==> config.mk <==
export PLATFORM = sky130hd
export DESIGN_NAME = uart_tx_arbiter
export DESIGN_NICKNAME = d
export VERILOG_FILES = /design/src/rtl/uart_tx_arbiter.sv
export SDC_FILE = /design/constraint.sdc
export NUM_CORES = 1
export LEC_CHECK = 0
export ABC_CLOCK_PERIOD_IN_PS = 1800
export CAP_MARGIN = 15
export CORE_MARGIN = 2
export CORE_UTILIZATION = 37
export DETAILED_ROUTE_END_ITERATION = 8
export GPL_ROUTABILITY_DRIVEN = 0
export PLACE_DENSITY = 0.68
export SKIP_LAST_GASP = 1
export SYNTH_ARGS = -nofsm -noshare
export SYNTH_HDL_FRONTEND = slang
export SYNTH_SLANG_ARGS = --single-unit
==> constraint.sdc <==
create_clock -name i_clk -period 1.8 [get_ports i_clk]
set_clock_uncertainty 0.1 [all_clocks]
set_input_delay 0.45 -clock i_clk [delete_from_list [all_inputs] [get_ports i_clk]]
set_output_delay 0.45 -clock i_clk [all_outputs]
set_load 0.02 [all_outputs]
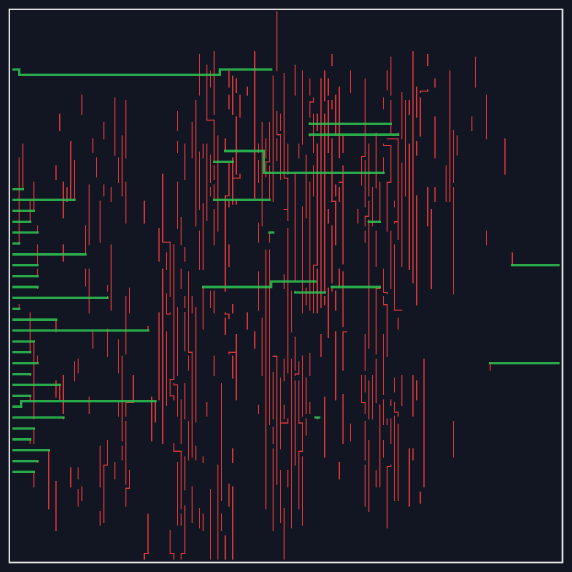
Figure 1: run 1, signal wires by layer.
Scale: 8 px per micron. Two of the layers only.
- metal 2: red (wire length 1860 microns)
- metal 3: green (wire length 253 microns)
drt total wl: 4.07 mm
Via Count: 1642
GRT Util Overall: 19.2%

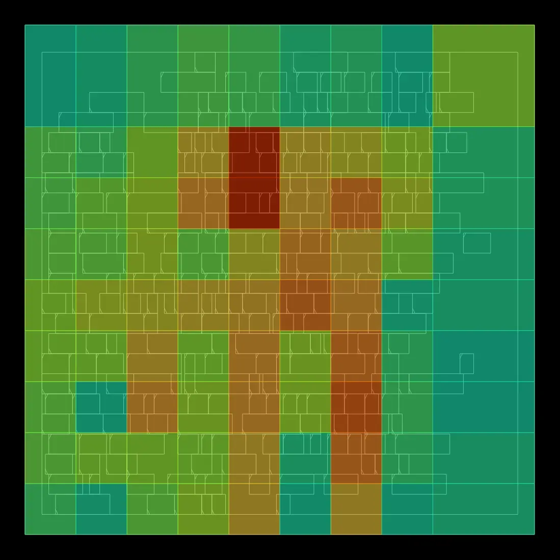
Figure 2: run 1, track usage over the die.
M2 GR Usage: 30.8%
M3 GR Usage: 5.68%

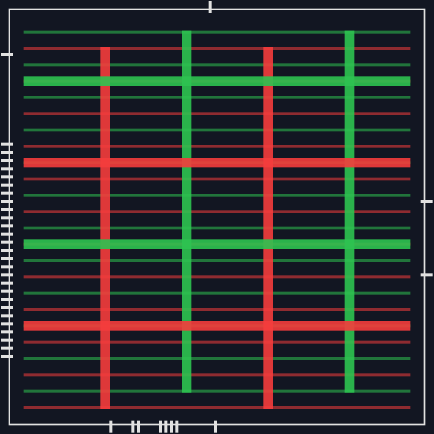
Figure 3: run 1, supply network.
Scale: 6 px per micron. Pins as bars on the die edge.
- VDD: green
- VSS: red
- met1 rails: 24
- met5 straps: 4
- met4 straps: 4
die height: 69.0 microns
worst vdd ir: 0.389 mV
core area: 4030 sq um

==> impl_metrics.env, run 1 <==
# physical design summary
export IMPL_run_status="finished, final reports clean"
export IMPL_drc=0
export IMPL_fin_tns_setup_ns=0
export IMPL_ctsResizeCount=28
export IMPL_power_density_nw_per_um2=674
export IMPL_htreeDepth=2
export IMPL_cp_cell_sequence="clkdlybuf4s50_1"
export IMPL_p_total_uw=1670
export IMPL_comb_share_pct=39.3
export IMPL_fill_cells=373
export IMPL_cp_buffers_inverters=1
export IMPL_pg_comb_uw=398
export IMPL_netlist_instances=181
export IMPL_n_antenna_cell=0
export IMPL_buf_share_pct=29.1
export IMPL_pwr_share_seq_pct=42.2
export IMPL_instances_no_fill=313
export IMPL_grt_pass1_wl_mm=6.76
export IMPL_flop_area_sq_um=608
export IMPL_hold_path_depth=2
export IMPL_ys_sh_aoi_pct=20.8
export IMPL_r2r_cells=7
export IMPL_place_hpwl_mm=2.98
export IMPL_finish_utilization_pct=61.4
export IMPL_area_dominant_class="multi-input combinational cells"
export IMPL_combGateArea_sq_um=971
export IMPL_layout_drive_gt1_share_pct=31.2
export IMPL_top_power_group="registers"
export IMPL_ys_cells=181
export IMPL_nNetsFinal=289
export IMPL_clock_sinks=30
export IMPL_internal_power_uw=1210
export IMPL_relSlewSlack_pct=75.6
export IMPL_cts_tree="yes"
export IMPL_rsz0062_at_grt="true"
export IMPL_clock_tree_area_fraction_pct=3.69
export IMPL_finalCritPeriodShare_pct=98.2
export IMPL_ys_sh_simple_pct=25.7
export IMPL_yosys_area_share_adder_pct=2.40
export IMPL_area_growth_syn_to_layout_pct=58.3
export IMPL_grt_pass1_vias=1482
export IMPL_layout_top_cells="buf_4 (45), dfxtp_1 (26), clkdlybuf4s50_1 (22)"
--- run 2 (diff from run 1) ---
- ABC_CLOCK_PERIOD_IN_PS: 1800 -> 2120
- PLACE_DENSITY: 0.68 -> default
- clock period: 1.8 -> 2.12 ns (I/O delays scaled with it)
==> impl_metrics.env, run 2 <==
# physical design summary
export IMPL_run_status="finished, final reports clean"
export IMPL_irDropWorstVdd_mv=0.334
export IMPL_area_dominant_class="multi-input combinational cells"
export IMPL_ctsResizeCount=5
export IMPL_drc=0
export IMPL_finish_utilization_pct=55.8
export IMPL_grt_pass1_wl_mm=6.94
export IMPL_netlist_instances=181
export IMPL_combGateArea_sq_um=905
export IMPL_comb_share_pct=40.2
export IMPL_place_hpwl_mm=3.14
export IMPL_buf_share_pct=25.4
export IMPL_htreeDepth=2
export IMPL_grtUsageTotal_pct=19.7
export IMPL_pg_comb_uw=298
export IMPL_relSlewSlack_pct=72.9
export IMPL_power_density_nw_per_um2=611
export IMPL_use_met2_pct=33.2
export IMPL_area_growth_syn_to_layout_pct=44.1
export IMPL_ys_sh_aoi_pct=20.8
export IMPL_yosys_area_share_adder_pct=2.40
export IMPL_grt_pass1_vias=1551
export IMPL_r2r_cells=7
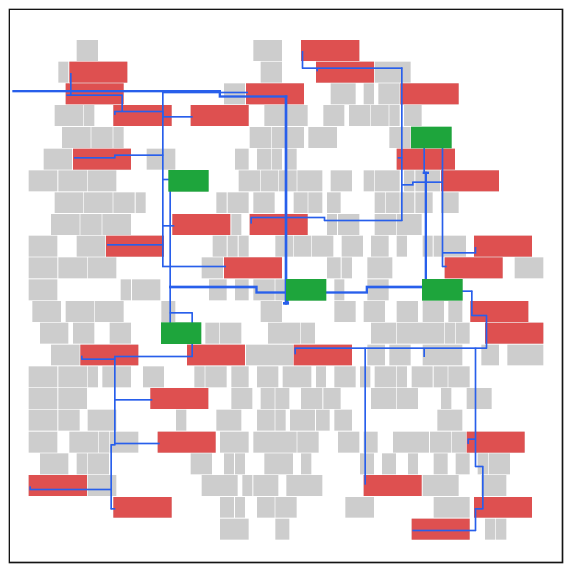
Figure 4: run 2, clock distribution.
Scale: 8 px per micron.
- clock wires: blue (length 453 microns)
- flip-flops: red (count 30)
- clock drivers: green (count 5)
- flops lie: widely spread
- routed clock nets: 6
P_clk: 480 uW
Clock power frac: 34.9%

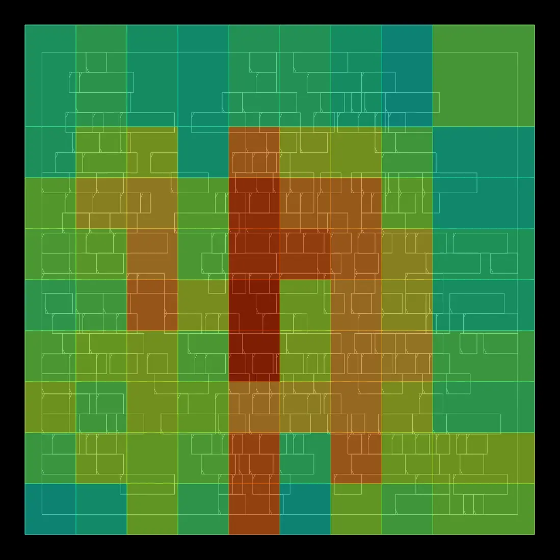
Figure 5: run 2, track usage over the die.
M3 GR Usage: 6.49%
busiest layer in global routing: met2

No activity file was given, so power comes from the tool's default toggle rates.
